Fig. 1: supply network
The bar under the picture is 100 um long. Pins as bars on the die edge.
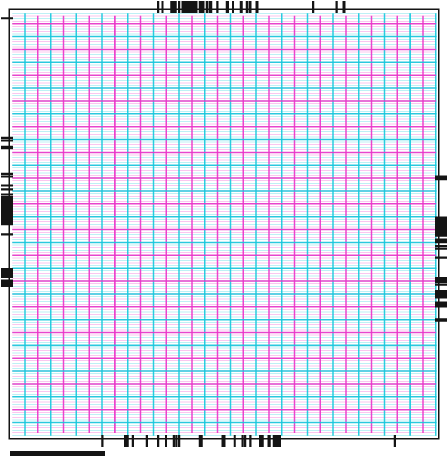
Fig. 2: placed cells, one colour a class
The bar under the picture is 100 um long.
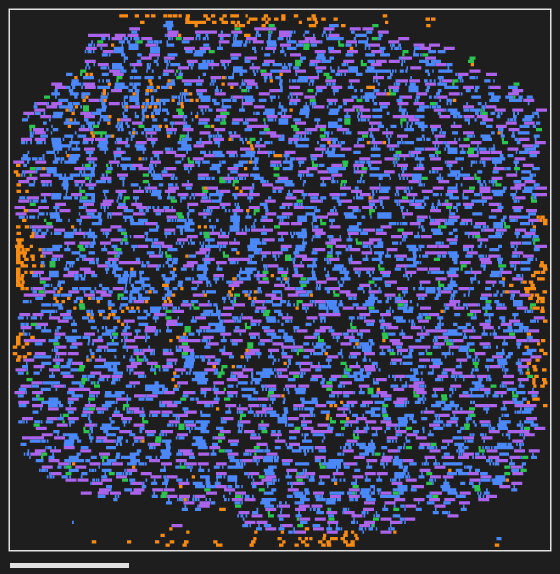
**config.mk**
```make
export PLATFORM = sky130hd
export DESIGN_NAME = param_regfile
export DESIGN_NICKNAME = d
export VERILOG_FILES = /design/src/rtl/regfile_pkg.sv /design/src/rtl/regfile_scoreboard.sv /design/src/rtl/param_regfile.sv
export SDC_FILE = /design/constraint.sdc
export NUM_CORES = 2
export LEC_CHECK = 0
export CORE_MARGIN = 2
export CORE_UTILIZATION = 33
export CTS_BUF_LIST = sky130_fd_sc_hd__clkbuf_8
export CTS_CLUSTER_SIZE = 14
export DETAILED_ROUTE_END_ITERATION = 10
export PLACE_DENSITY_LB_ADDON = 0.05
export SLEW_MARGIN = 20
export SYNTH_ARGS = -nofsm -noshare
export SYNTH_HDL_FRONTEND = slang
export SYNTH_SLANG_ARGS = --single-unit
```
**constraint.sdc**
```tcl
create_clock -name clock -period 43.6 [get_ports clock]
set_input_delay 4.36 -clock clock [delete_from_list [all_inputs] [get_ports clock]]
set_output_delay 4.36 -clock clock [all_outputs]
set_load 0.1 [all_outputs]
```
**src/rtl/regfile_pkg.sv**
```systemverilog
// Shared definitions for param_regfile.
// Holds default widths, a packed-slice extractor and the popcount used for pend_count.
package regfile_pkg;

   localparam int DEF_DATA_W  = 32;
   localparam int DEF_ADDR_W  = 5;

   // Helper capacity: up to 4 read ports of up to 16-bit addresses, up to 256 registers.
   localparam int SLICE_VEC_W = 64;
   localparam int SLICE_IDX_W = 6;
   localparam int SLICE_OUT_W = 16;
   localparam int POP_MAX_W   = 256;
   localparam int POP_OUT_W   = 16;

   function automatic logic [SLICE_OUT_W-1:0] get_slice(
      input logic [SLICE_VEC_W-1:0] vec,
      input int                     idx,
      input int                     w
   );
      logic [SLICE_OUT_W-1:0] res;
      res = {SLICE_OUT_W{1'b0}};
      for (int b = 0; b < SLICE_OUT_W; b++) begin
         if ((b < w) && ((idx * w + b) < SLICE_VEC_W)) begin
            res[b] = vec[SLICE_IDX_W'(idx * w + b)];
         end else begin
            res[b] = 1'b0;
         end
      end
      return res;
   endfunction

   function automatic logic [POP_OUT_W-1:0] popcount(input logic [POP_MAX_W-1:0] bits);
      logic [POP_OUT_W-1:0] cnt;
      cnt = {POP_OUT_W{1'b0}};
      for (int i = 0; i < POP_MAX_W; i++) begin
         cnt = cnt + {{(POP_OUT_W-1){1'b0}}, bits[i]};
      end
      return cnt;
   endfunction

endpackage

```
**src/rtl/regfile_scoreboard.sv**
```systemverilog
// Per-register pending bits for hazard detection, with set-over-clear priority
// and a registered population count of outstanding writes.
module regfile_scoreboard
   import regfile_pkg::*;
#(
   parameter int ADDR_W   = DEF_ADDR_W,
   parameter int ZERO_REG = 1
)(
   input  logic                    clock,
   input  logic                    reset,
   input  logic                    we0,
   input  logic [ADDR_W-1:0]       waddr0,
   input  logic                    we1,
   input  logic [ADDR_W-1:0]       waddr1,
   input  logic                    issue_valid,
   input  logic [ADDR_W-1:0]       issue_rd,
   output logic [(2**ADDR_W)-1:0]  pending,
   output logic [ADDR_W:0]         pend_count
);

   localparam int DEPTH   = 2**ADDR_W;
   localparam bit ZERO_EN = (ZERO_REG != 0);

   logic [DEPTH-1:0]     pending_r;
   logic [DEPTH-1:0]     pending_next_s;
   logic [ADDR_W:0]      pend_count_r;
   logic [ADDR_W:0]      count_next_s;
   logic [POP_MAX_W-1:0] pend_wide_s;

   // Next pending state: a new issue outranks a completing write on the same register.
   always_comb begin
      pending_next_s = pending_r;
      for (int i = 0; i < DEPTH; i++) begin
         if (issue_valid && (issue_rd == ADDR_W'(i))) begin
            pending_next_s[i] = 1'b1;
         end else if ((we0 && (waddr0 == ADDR_W'(i))) || (we1 && (waddr1 == ADDR_W'(i)))) begin
            pending_next_s[i] = 1'b0;
         end else begin
            pending_next_s[i] = pending_r[i];
         end
      end
      pending_next_s[0] = ZERO_EN ? 1'b0 : pending_next_s[0];
      pend_wide_s = {POP_MAX_W{1'b0}};
      pend_wide_s[DEPTH-1:0] = pending_next_s;
      count_next_s = (ADDR_W+1)'(popcount(pend_wide_s));
   end

   // Pending bits and their count update together so the count never lags.
   always_ff @(posedge clock or posedge reset) begin
      if (reset) begin
         pending_r    <= {DEPTH{1'b0}};
         pend_count_r <= {(ADDR_W+1){1'b0}};
      end else begin
         pending_r    <= pending_next_s;
         pend_count_r <= count_next_s;
      end
   end

   assign pending    = pending_r;
   assign pend_count = pend_count_r;

endmodule

```
**src/rtl/param_regfile.sv**
```systemverilog
// Parametrised register file: NUM_RD combinational read ports, two write ports (port 1 wins),
// pending scoreboard. Define REGFILE_BYPASS_EN to forward same-cycle write data to reads.
module param_regfile
   import regfile_pkg::*;
#(
   parameter int DATA_W   = DEF_DATA_W,
   parameter int ADDR_W   = DEF_ADDR_W,
   parameter int NUM_RD   = 2,
   parameter int ZERO_REG = 1
)(
   input  logic                       clock,
   input  logic                       reset,
   input  logic                       we0,
   input  logic [ADDR_W-1:0]          waddr0,
   input  logic [DATA_W-1:0]          wdata0,
   input  logic                       we1,
   input  logic [ADDR_W-1:0]          waddr1,
   input  logic [DATA_W-1:0]          wdata1,
   input  logic [NUM_RD*ADDR_W-1:0]   raddr,
   output logic [NUM_RD*DATA_W-1:0]   rdata,
   output logic [NUM_RD-1:0]          rpend,
   input  logic                       issue_valid,
   input  logic [ADDR_W-1:0]          issue_rd,
   output logic [ADDR_W:0]            pend_count
);

   localparam int DEPTH   = 2**ADDR_W;
   localparam bit ZERO_EN = (ZERO_REG != 0);

   logic [DATA_W-1:0]      mem_r [DEPTH];
   logic [DEPTH-1:0]       pending_s;
   logic                   wen0_s;
   logic                   wen1_s;
   logic [SLICE_VEC_W-1:0] raddr_wide_s;

   regfile_scoreboard #(
      .ADDR_W   (ADDR_W),
      .ZERO_REG (ZERO_REG)
   ) u_scoreboard (
      .clock       (clock),
      .reset       (reset),
      .we0         (we0),
      .waddr0      (waddr0),
      .we1         (we1),
      .waddr1      (waddr1),
      .issue_valid (issue_valid),
      .issue_rd    (issue_rd),
      .pending     (pending_s),
      .pend_count  (pend_count)
   );

   // Write arbitration: port 1 suppresses port 0 on a shared address; register 0 is read-only.
   always_comb begin
      wen1_s = we1 && !(ZERO_EN && (waddr1 == {ADDR_W{1'b0}}));
      wen0_s = we0 && !(ZERO_EN && (waddr0 == {ADDR_W{1'b0}}))
                   && !(we1 && (waddr1 == waddr0));
   end

   // Storage array; reset clears every entry.
   always_ff @(posedge clock or posedge reset) begin
      if (reset) begin
         for (int i = 0; i < DEPTH; i++) begin
            mem_r[i] <= {DATA_W{1'b0}};
         end
      end else begin
         if (wen0_s) begin
            mem_r[waddr0] <= wdata0;
         end
         if (wen1_s) begin
            mem_r[waddr1] <= wdata1;
         end
      end
   end

   // Read muxes with optional write forwarding; register 0 overrides everything.
   always_comb begin
      logic [ADDR_W-1:0] ra;
      logic [DATA_W-1:0] rd;
      logic              rp;
      raddr_wide_s = {SLICE_VEC_W{1'b0}};
      raddr_wide_s[NUM_RD*ADDR_W-1:0] = raddr;
      rdata = {(NUM_RD*DATA_W){1'b0}};
      rpend = {NUM_RD{1'b0}};
      for (int k = 0; k < NUM_RD; k++) begin
         ra = ADDR_W'(get_slice(raddr_wide_s, k, ADDR_W));
`ifdef REGFILE_BYPASS_EN
         if (!reset && we1 && (waddr1 == ra)) begin
            rd = wdata1;
            rp = issue_valid && (issue_rd == ra);
         end else if (!reset && we0 && (waddr0 == ra)) begin
            rd = wdata0;
            rp = issue_valid && (issue_rd == ra);
         end else begin
            rd = mem_r[ra];
            rp = pending_s[ra];
         end
`else
         rd = mem_r[ra];
         rp = pending_s[ra];
`endif
         rdata[k*DATA_W +: DATA_W] = (ZERO_EN && (ra == {ADDR_W{1'b0}})) ? {DATA_W{1'b0}} : rd;
         rpend[k] = (ZERO_EN && (ra == {ADDR_W{1'b0}})) ? 1'b0 : rp;
      end
   end

endmodule

```
==> results.txt <==
State of the implementation.

- The timing report shows the most common cell along the critical path to be sky130_fd_sc_hd__buf_4.
- The summed standard-cell area reported by yosys is 66400 sq um, for reference.
- For this run, asynchronously set or reset flops after synthesis account for 100%.
- The commonest cells after synthesis are 1863 x sky130_fd_sc_hd__nand2_1, 1061 x sky130_fd_sc_hd__dfrtp_1, 1053 x sky130_fd_sc_hd__nor2_1.
- The highest cell delay on the worst timing path is 1.30 ns, for reference.
- Endpoints with negative setup slack in the final report add up to 0.
- In this build the clock could be raised as far as 69.4 MHz.
- For the pin with the worst max-slew slack, the measured transition is 1.27 ns.
- Detailed-route iteration 0 reported a violation count of 7898.
- The stage logs contain a warning count of 32.
- The synthesized netlist occupies a cell area of 66400 sq um.
- Counting the warning lines in the Yosys log gives 0.
- Each instance of the synthesized netlist takes up on average 9.14 sq um.
- The min-delay analysis places its worst path in the category reg2reg.
- TritonCTS built the clock tree.
- The global-route usage over all layers is 32.9%, for reference.
- The worst setup path is launched from a primary input.
- For reference, the critical path cell chain is buf_8 > buf_4 > buf_12 > buf_4 > mux4_2 > mux2i_1 > a21oi_1 > o21ai_0 > a31oi_1 > clkdlybuf4s50_1.
- The fraction of the cycle the final worst path needs is 33.1%, for reference.
- Once detailed placement completed, the half-perimeter wirelength came to 194000 um.
- After detailed routing, the average wire length per cell comes to 34.7 um.
- The run finished with clean final reports.
- The placed standard-cell area is 69500 sq um, for reference.
- In the log, the iteration count for the first detailed-route pass is 8.
- Synthesis produced a netlist whose cell count is 7258.
- The wire length of the first global-routing pass is 476000 um, for reference.
- Setup repair after global routing left no endpoint under its margin.
- Gates resized during post-CTS repair numbered 0.
- The number of vias after detailed routing is 60300, for reference.
- The count of buffers added on input and output ports is 165.
- The count of clock tree sinks is 1061, for reference.
- Once synthesis finished, the tally of register bits stood at 1061.
- Summed over all cells, the static leakage comes to 31.2 nW.
- Dividing total power by cell area gives a power density of 53.6 nW/um^2.
- The startpoint of the lowest-slack register-to-register path is u_scoreboard.pending[2], for reference.
- The remaining antenna violation count is 0, for reference.
- The final layout reports a setup TNS of 0 ns.
- The count of cells in the finished layout, fillers not included, comes to 9854.
- The smallest clock period supported by the final layout is computed as 14.42 ns.
- The top flip-flop cell by instance count after synthesis is sky130_fd_sc_hd__dfrtp_1, for reference.
- The initial core utilization is 33.2%, for reference.
-- Fig. 1 (at the start) --
Key: magenta = VDD; cyan = VSS
165 met1 rails follow the rows. The core has 164 rows.
core box area: 200000 sq um
die boundary height: 452 um
maximum resistive drop on vdd: 0.153 mV
die span in x: 452 um

-- Fig. 2 (at the start) --
Key: orange = other buffers and delay cells [cells 405]; blue = all other logic [cells 5357]; purple = flops [cells 1061]; green = clock drivers and dummy loads [cells 368]
final cell utilization of the core: 36.8%
post-route cell area: 73600 sq um
FP Rows: 164
Seq/total area: 36.1%

worst max-delay path by stage:
stage / start / endpoint / slack, ns / cells after the start
after floorplan: reset / mem_r[0] / 9.37 / 1
after global placement: raddr[1] / rpend[0] / 29.03 / 10
after detailed placement: raddr[1] / rdata[24] / 29.17 / 10
after CTS: raddr[1] / rdata[24] / 29.17 / 10
after global routing: raddr[1] / rdata[24] / 29.01 / 10
final: raddr[1] / rdata[24] / 29.19 / 10
state kept, by name (all words and copies together) (netlist names):
signal / flops
mem_r: 1024
u_scoreboard.pending: 31
u_scoreboard.pend_count: 6
through the flow:
stage	hold WS (ns)	total power, W
2_1_floorplan	0.441	0.00238
3_3_place_gp	0.378	0.00290
3_5_place_dp	0.384	0.00293
4_1_cts	0.398	0.00398
5_1_grt	0.409	0.00415
6_report	0.397	0.00394
per-layer routing:
layer,vias up,global-route usage (%),share of wire [%]
met2,3571,49.9,45
li1,25100,-,-
met1,30900,44.9,41
met3,778,6.91,9.2
met5,-,0,0.0070
met4,4,15.7,5.2
where the power goes:
group / total (W) / internal [W] / switching (W) / leakage [nW]
Clock: 0.00104 / 0.000534 / 0.000506 / 2.42
Sequential: 0.00146 / 0.00125 / 0.000208 / 12.9
Combinational: 0.00144 / 0.000603 / 0.000839 / 15.9
area by class of cell:
type / count / area, sq um
flip-flops and latches: 1061 / 26600
clock buffers: 260 / 3580
fillers: 20000 / 126000
multi-input cells: 5306 / 35900
repair buffers: 405 / 3490
diodes: 7 / 17.5
clock inverters: 108 / 512
inverters: 51 / 199
well taps: 2656 / 3320
logic make-up after synthesis:
group | synth area share (%)
buf+inv | 6.30
mux | 21.0
compound gates | 14.6
xor+xnor | 0.106
fa+ha+maj | 0.864
flops | 40.0
simple gates | 17.1
Power is estimated from default activity; no workload was simulated.
